==> src/rtl/frame_buf_pkg.sv <==
// Shared types and constants for the ping-pong frame buffer.
//   bank_state_t : lifecycle of one frame bank (FREE -> FILL -> FULL -> READ -> FREE)
//   NUM_BANKS    : number of frame banks (ping and pong)
//   SKID_DEPTH   : entries in the read-side output FIFO
package frame_buf_pkg;

  typedef enum logic [1:0] {
    FREE = 2'd0,
    FILL = 2'd1,
    FULL = 2'd2,
    READ = 2'd3
  } bank_state_t;

  localparam int NUM_BANKS  = 2;
  localparam int SKID_DEPTH = 2;

endpackage

==> src/rtl/data_mem.sv <==
// Simple dual-port RAM with one write port and one registered read port.
//   clk           : clock
//   we/waddr/wdata: write port, written on the rising edge when we = 1
//   re/raddr      : read request; rdata is valid the cycle after re = 1
//   rdata         : registered read data
// Contents are never cleared.
module data_mem #(
  parameter int DATA_WIDTH = 32,
  parameter int ADDR_WIDTH = 4
) (
  input  logic                  clk,
  input  logic                  we,
  input  logic [ADDR_WIDTH-1:0] waddr,
  input  logic [DATA_WIDTH-1:0] wdata,
  input  logic                  re,
  input  logic [ADDR_WIDTH-1:0] raddr,
  output logic [DATA_WIDTH-1:0] rdata
);

  logic [DATA_WIDTH-1:0] mem [2**ADDR_WIDTH];

  always_ff @(posedge clk) begin
    if (we) mem[waddr] <= wdata;
    if (re) rdata <= mem[raddr];
  end

endmodule

==> src/rtl/frame_buf_skid.sv <==
// Two-entry FIFO holding memory read data with its frame tags.
//   in_valid/in_sof/in_eof/in_data : push side; the producer never pushes
//                                    into a full FIFO (it reserves space
//                                    before issuing a memory read)
//   out_valid/out_ready            : pop side handshake
//   out_sof/out_eof/out_data       : head entry; tags are forced low when empty
//   count                          : current occupancy
// Handshake: a word transfers on a rising edge where valid && ready; while
// valid && !ready the head and its tags are held unchanged.
module frame_buf_skid
  import frame_buf_pkg::*;
#(
  parameter int DATA_WIDTH = 32
) (
  input  logic                  clk,
  input  logic                  reset,
  input  logic                  in_valid,
  input  logic                  in_sof,
  input  logic                  in_eof,
  input  logic [DATA_WIDTH-1:0] in_data,
  output logic                  out_valid,
  input  logic                  out_ready,
  output logic                  out_sof,
  output logic                  out_eof,
  output logic [DATA_WIDTH-1:0] out_data,
  output logic [1:0]            count
);

  localparam int EW = DATA_WIDTH + 2;

  logic [EW-1:0] ent_q [SKID_DEPTH];
  logic          wr_idx_q;
  logic          rd_idx_q;
  logic [1:0]    count_q;
  logic          pop;
  logic [EW-1:0] head;

  assign pop       = out_valid && out_ready;
  assign out_valid = (count_q != 2'd0);
  assign head      = ent_q[rd_idx_q];
  assign out_data  = head[DATA_WIDTH-1:0];
  assign out_sof   = out_valid && head[EW-1];
  assign out_eof   = out_valid && head[EW-2];
  assign count     = count_q;

  // Payload storage carries no reset; entries are only observed when counted.
  always_ff @(posedge clk) begin
    if (in_valid) ent_q[wr_idx_q] <= {in_sof, in_eof, in_data};
  end

  always_ff @(posedge clk or posedge reset) begin
    if (reset) begin
      wr_idx_q <= 1'b0;
      rd_idx_q <= 1'b0;
      count_q  <= 2'd0;
    end else begin
      if (in_valid) wr_idx_q <= ~wr_idx_q;
      if (pop)      rd_idx_q <= ~rd_idx_q;
      case ({in_valid, pop})
        2'b10:   count_q <= count_q + 2'd1;
        2'b01:   count_q <= count_q - 2'd1;
        default: count_q <= count_q;
      endcase
    end
  end

endmodule

==> src/rtl/frame_buf_pp.sv <==
// Double-buffered (ping-pong) frame buffer.
//   wr_valid/wr_ready/wr_data/wr_sof : producer stream; wr_sof restarts the
//                                      frame at word 0, dropping a partial one
//   rd_valid/rd_ready/rd_data        : consumer stream, one frame per bank
//   rd_sof/rd_eof                    : first / last word of a frame
//   frames_avail                     : banks holding a complete frame (FULL or READ)
// Handshake: both streams transfer a word on a rising edge where
// valid && ready; a stalled rd_valid keeps rd_data/rd_sof/rd_eof stable.
// The writer fills bank wb while the reader drains bank rb; a bank only
// becomes readable once all FRAME_WORDS words are written, so the reader
// never sees a partial frame.
module frame_buf_pp
  import frame_buf_pkg::*;
#(
  parameter int DATA_WIDTH = 32,
  parameter int ADDR_WIDTH = 3,
  parameter bit REPEAT_EN  = 1'b0
) (
  input  logic                  clk,
  input  logic                  reset,
  input  logic                  wr_valid,
  output logic                  wr_ready,
  input  logic [DATA_WIDTH-1:0] wr_data,
  input  logic                  wr_sof,
  output logic                  rd_valid,
  input  logic                  rd_ready,
  output logic [DATA_WIDTH-1:0] rd_data,
  output logic                  rd_sof,
  output logic                  rd_eof,
  output logic [1:0]            frames_avail
);

  localparam logic [ADDR_WIDTH-1:0] LAST_WORD = {ADDR_WIDTH{1'b1}};

  bank_state_t           bank_q [NUM_BANKS];
  logic                  wb_q;
  logic                  rb_q;
  logic [ADDR_WIDTH-1:0] wr_ptr_q;
  logic [ADDR_WIDTH-1:0] rd_ptr_q;
  logic                  rd_inflight_q;
  logic                  rd_sof_q;
  logic                  rd_eof_q;

  logic                  wr_acc;
  logic [ADDR_WIDTH-1:0] wr_word;
  logic                  wr_done;
  logic                  rd_bank_ok;
  logic [2:0]            rd_slots_used;
  logic                  rd_issue;
  logic                  rd_last;
  logic                  other_full;
  logic                  rd_release;
  logic                  skid_pop;
  logic [1:0]            skid_count;
  logic [DATA_WIDTH-1:0] mem_rdata;

  // ---------------- write side ----------------
  assign wr_ready = (bank_q[wb_q] == FREE) || (bank_q[wb_q] == FILL);
  assign wr_acc   = wr_valid && wr_ready;
  assign wr_word  = wr_sof ? '0 : wr_ptr_q;
  assign wr_done  = wr_acc && (wr_word == LAST_WORD);

  // ---------------- read side ----------------
  assign skid_pop   = rd_valid && rd_ready;
  assign rd_bank_ok = (bank_q[rb_q] == FULL) || (bank_q[rb_q] == READ);
  // Space is reserved against the skid occupancy left after this cycle's pop
  // plus the word still coming out of the memory; this keeps one read per
  // cycle flowing with rd_ready held high while never overflowing the skid.
  assign rd_slots_used = {1'b0, skid_count} - {2'b00, skid_pop} + {2'b00, rd_inflight_q};
  assign rd_issue      = rd_bank_ok && (rd_slots_used < 3'(SKID_DEPTH));
  assign rd_last       = rd_issue && (rd_ptr_q == LAST_WORD);
  // A frame completing in the same cycle already counts as a newer frame.
  assign other_full    = (bank_q[~rb_q] == FULL) || (wr_done && (wb_q != rb_q));
  assign rd_release    = rd_last && (!REPEAT_EN || other_full);

  always_ff @(posedge clk or posedge reset) begin
    if (reset) begin
      for (int i = 0; i < NUM_BANKS; i++) bank_q[i] <= FREE;
      wb_q          <= 1'b0;
      rb_q          <= 1'b0;
      wr_ptr_q      <= '0;
      rd_ptr_q      <= '0;
      rd_inflight_q <= 1'b0;
      rd_sof_q      <= 1'b0;
      rd_eof_q      <= 1'b0;
    end else begin
      // Writer and reader never own the same bank at once (FREE/FILL vs
      // FULL/READ), so these two updates never target the same entry.
      if (wr_acc) begin
        if (wr_done) begin
          bank_q[wb_q] <= FULL;
          wb_q         <= ~wb_q;
          wr_ptr_q     <= '0;
        end else begin
          bank_q[wb_q] <= FILL;
          wr_ptr_q     <= wr_word + 1'b1;
        end
      end
      if (rd_issue) begin
        if (rd_last) begin
          rd_ptr_q <= '0;
          if (rd_release) begin
            bank_q[rb_q] <= FREE;
            rb_q         <= ~rb_q;
          end else begin
            // Repeat mode with nothing newer: re-arm the same frame.
            bank_q[rb_q] <= FULL;
          end
        end else begin
          bank_q[rb_q] <= READ;
          rd_ptr_q     <= rd_ptr_q + 1'b1;
        end
      end
      rd_inflight_q <= rd_issue;
      rd_sof_q      <= rd_issue && (rd_ptr_q == '0);
      rd_eof_q      <= rd_last;
    end
  end

  always_comb begin
    frames_avail = 2'd0;
    for (int i = 0; i < NUM_BANKS; i++) begin
      if ((bank_q[i] == FULL) || (bank_q[i] == READ)) frames_avail = frames_avail + 2'd1;
    end
  end

  data_mem #(
    .DATA_WIDTH (DATA_WIDTH),
    .ADDR_WIDTH (ADDR_WIDTH + 1)
  ) u_mem (
    .clk   (clk),
    .we    (wr_acc),
    .waddr ({wb_q, wr_word}),
    .wdata (wr_data),
    .re    (rd_issue),
    .raddr ({rb_q, rd_ptr_q}),
    .rdata (mem_rdata)
  );

  frame_buf_skid #(
    .DATA_WIDTH (DATA_WIDTH)
  ) u_skid (
    .clk       (clk),
    .reset     (reset),
    .in_valid  (rd_inflight_q),
    .in_sof    (rd_sof_q),
    .in_eof    (rd_eof_q),
    .in_data   (mem_rdata),
    .out_valid (rd_valid),
    .out_ready (rd_ready),
    .out_sof   (rd_sof),
    .out_eof   (rd_eof),
    .out_data  (rd_data),
    .count     (skid_count)
  );

endmodule
==> config.mk <==
export PLATFORM = sky130hd
export DESIGN_NAME = frame_buf_pp
export DESIGN_NICKNAME = d
export VERILOG_FILES = /design/src/rtl/frame_buf_pkg.sv /design/src/rtl/data_mem.sv /design/src/rtl/frame_buf_skid.sv /design/src/rtl/frame_buf_pp.sv
export SDC_FILE = /design/constraint.sdc
export NUM_CORES = 1
export LEC_CHECK = 0
export CELL_PAD_IN_SITES_DETAIL_PLACEMENT = 1
export CELL_PAD_IN_SITES_GLOBAL_PLACEMENT = 1
export CORE_MARGIN = 1.5
export CORE_UTILIZATION = 58
export CTS_CLUSTER_DIAMETER = 150
export DETAILED_ROUTE_END_ITERATION = 6
export PLACE_DENSITY = 0.95
export SLEW_MARGIN = 20
export SYNTH_ARGS = -nofsm -noshare
export SYNTH_HDL_FRONTEND = slang
export SYNTH_SLANG_ARGS = --single-unit
==> constraint.sdc <==
create_clock -name clk -period 5.3 [get_ports clk]
set_input_delay 1.06 -clock clk [delete_from_list [all_inputs] [get_ports clk]]
set_output_delay 1.06 -clock clk [all_outputs]
set_load 0.005 [all_outputs]
wire_density.png
Scale bar: 50 microns. The die is cut into 21 by 21 equal tiles; dark purple is low, yellow is high, scaled to the fullest tile. Values are wire area over tile area, all layers added.
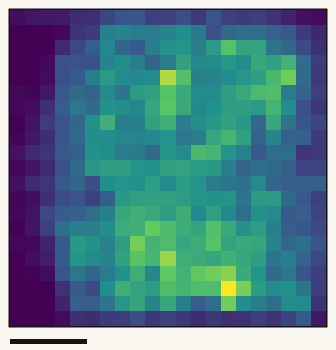
tiles over half the peak: 31%
fullest tile: 0.79
nearly empty tiles: 5.9%
emptiest ninth of the die: top left
mean over tiles: 0.29

cell_classes.png
Scale bar: 50 microns.
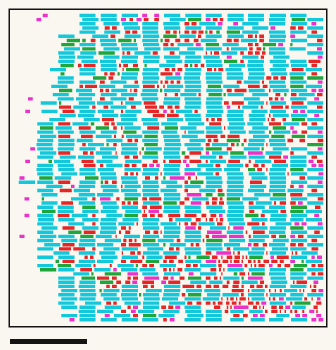
legend:
  green:
    class: clock drivers and dummy loads
    cells: 111
    share_of_their_area: 7.5%
  cyan:
    class: flip-flops
    cells: 629
    share_of_their_area: 70%
  magenta:
    class: other buffers and delay cells
    cells: 110
    share_of_their_area: 4.9%
  red:
    class: all other logic
    cells: 491
    share_of_their_area: 18%

==> flow_summary.toml <==
# flow metrics
[logic_synthesis]
syn_nets = 1229
ys_async_sr_fraction_pct = 2.70
synth_stat.cells = 1182
adder_share_pct = 0.554
ys_seq_share_pct = 78.5
xor_area_share_pct = 0.183
ys_sh_simple_pct = 2.51
synthAoiAreaFrac_pct = 3.32
mux_share_pct = 13.1
topCombFamilyByArea = "multiplexers"
largest_area_cell = "edfxtp_1"
flop_cell = "edfxtp_1"
synth-edff-count = 612
avgSynthCellArea_sq_um = 20.3
netlist_area_sq_um = 23900
top_cells_by_count = "612 x edfxtp_1, 129 x mux2i_1, 92 x a22oi_1"
synthDistinctLibCells = 45
yosys.area.top_type_share_pct = 76.7
synth_flop_count = 629
yosys_area_sq_um = 23900

[detailed_routing]
vias_per_cell = 7.01
drt-initial-drc-count = 1932
drtAntennaViolNets = 0
wirelength_microns = 72800
wl_met1_microns = 25200
wl_per_cell_microns = 38.8
wl_met2_microns = 36800
vias = 13100
dr.pass1.iters = 5
dr_wl_met3_microns = 7390

[worst_setup_path]
r2r_end = "bank_q[3]"
crit_end = "bank_q[3]"
worstRegToRegCells = 9
crit_cells = 10
crit_family = "buffers and inverters"
path_cells = "clkdlybuf4s50_1 > nand2_1 > nor2_1 > o21ai_0 > fa_1 > xnor2_1 > nand3_1 > inv_2 > nand2_1 > o22a_1"
crit_start = "rd_ready"
critPathKind = "input pin to register"
r2r_slack_ns = 1.87
endpoint_kind = "register"
cp_slowest_cell = "inv_2"
critPathArrivalTime_ns = 4.44
startpoint_type = "input pin"
slowest_delay_ns = 0.69
reg2reg_from = "u_skid.count[1]"
crit_required_ns = 5.82
crit_top_cell = "nand2_1"

[global_route]
antenna_found_initial = 7
grt_pass1_wl_microns = 93300
grt_max_degree = 59
use_met1_pct = 39.1
gr-max-usage-layer = "met2"

[placed_design]
gp_congestion = 0.780
hpwl_microns = 33500
portBuffers = 74
pre_cts_ws_ns = 1.21
place_area_sq_um = 25300
place_inst = 1745

[final_layout]
final-nonclk-buf-share_pct = 4.80
final_cell_area_sq_um = 27700
n_fill_cell = 3168
flop_area_sq_um = 18800
largest_reg_flops = 512
comb_cells = 481
sh_seq_area_pct = 67.8
layout_top_cell = "edfxtp_1"
inverters_excl_clock = 10
syn2layout_area_growth_pct = 15.8
instances_no_fill = 1875
dominant_cells = "registers"
most-common-layout-cells = "612 x edfxtp_1, 129 x mux2i_1, 92 x a22oi_1"
comb_area_sq_um = 4840
drive_gt1_share_pct = 19.5
diodes = 2
top_register = "u_mem.mem"

[worst_hold_path]
hold_path_class = "register to register"
hold_end = "u_skid.ent_q[0][19]"
holdPathStages = 0

[pwr]
fin_total_pwr_uw = 14600
cell_internal_pwr_uw = 9970
power-top-group = "registers"
pwr-share-clk_pct = 31.7
p_comb_uw = 3730
irDropWorstVdd_mv = 0.275
powerClk_uw = 4630
p_leak_uw = 0.00915
sequentialPower_uw = 6220
swShare_pct = 31.7
p_switching_uw = 4620

[floorplan]
num_io_pins = 75
die_x_microns = 206
fp-utilization_pct = 58.7
dieArea_sq_um = 42500
taps = 532
core_area_sq_um = 40800

[clocking]
clock-sinks = 629
cts_hold_buf = 0
cts_tree = "built"
cts_buffers = 60
clkLatencyLatePin_ns = 0.64
cts_setup_buffers = 0
cts-resized-gates = 0
ctsRootBufferMaster = "clkbuf_16"

[sta]
period_needed_ns = 3.92
rsz0062_at_grt = "no"
post-route-period-util_pct = 74.1
setup_viol_count_final = 0
slew-limit-headroom_pct = 30.1
setup_tns_ns = 0
setup_slack_ns = 1.38
slew_violations = 0
fmax_ghz = 0.255
final_hold_viol_count = 0

[flow_run]
cap_violations = 0
warning_count = 30

[status]
status = "completed"
drive_strength.png
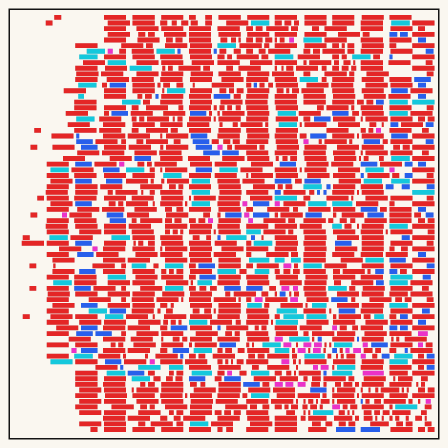
legend:
  red:
    size: drive 1 or less
    cells: 1,080
    share: 81%
  blue:
    size: drive 2
    cells: 123
    share: 9.2%
  cyan:
    size: drive 6 and up
    cells: 94
    share: 7.0%
  magenta:
    size: drive 3 to 4
    cells: 44
    share: 3.3%

final_congestion.png
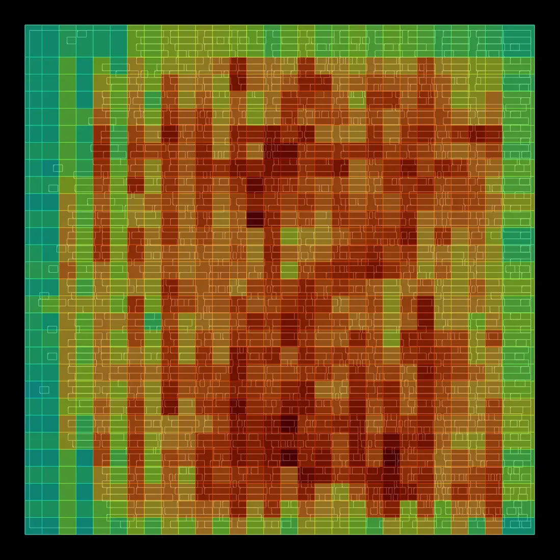
met2 usage: 53.4%
Finished Core Util: 67.9%
met3 usage: 7.13%
GRT Util Overall: 31.5%

Power is estimated from default activity; no workload was simulated.
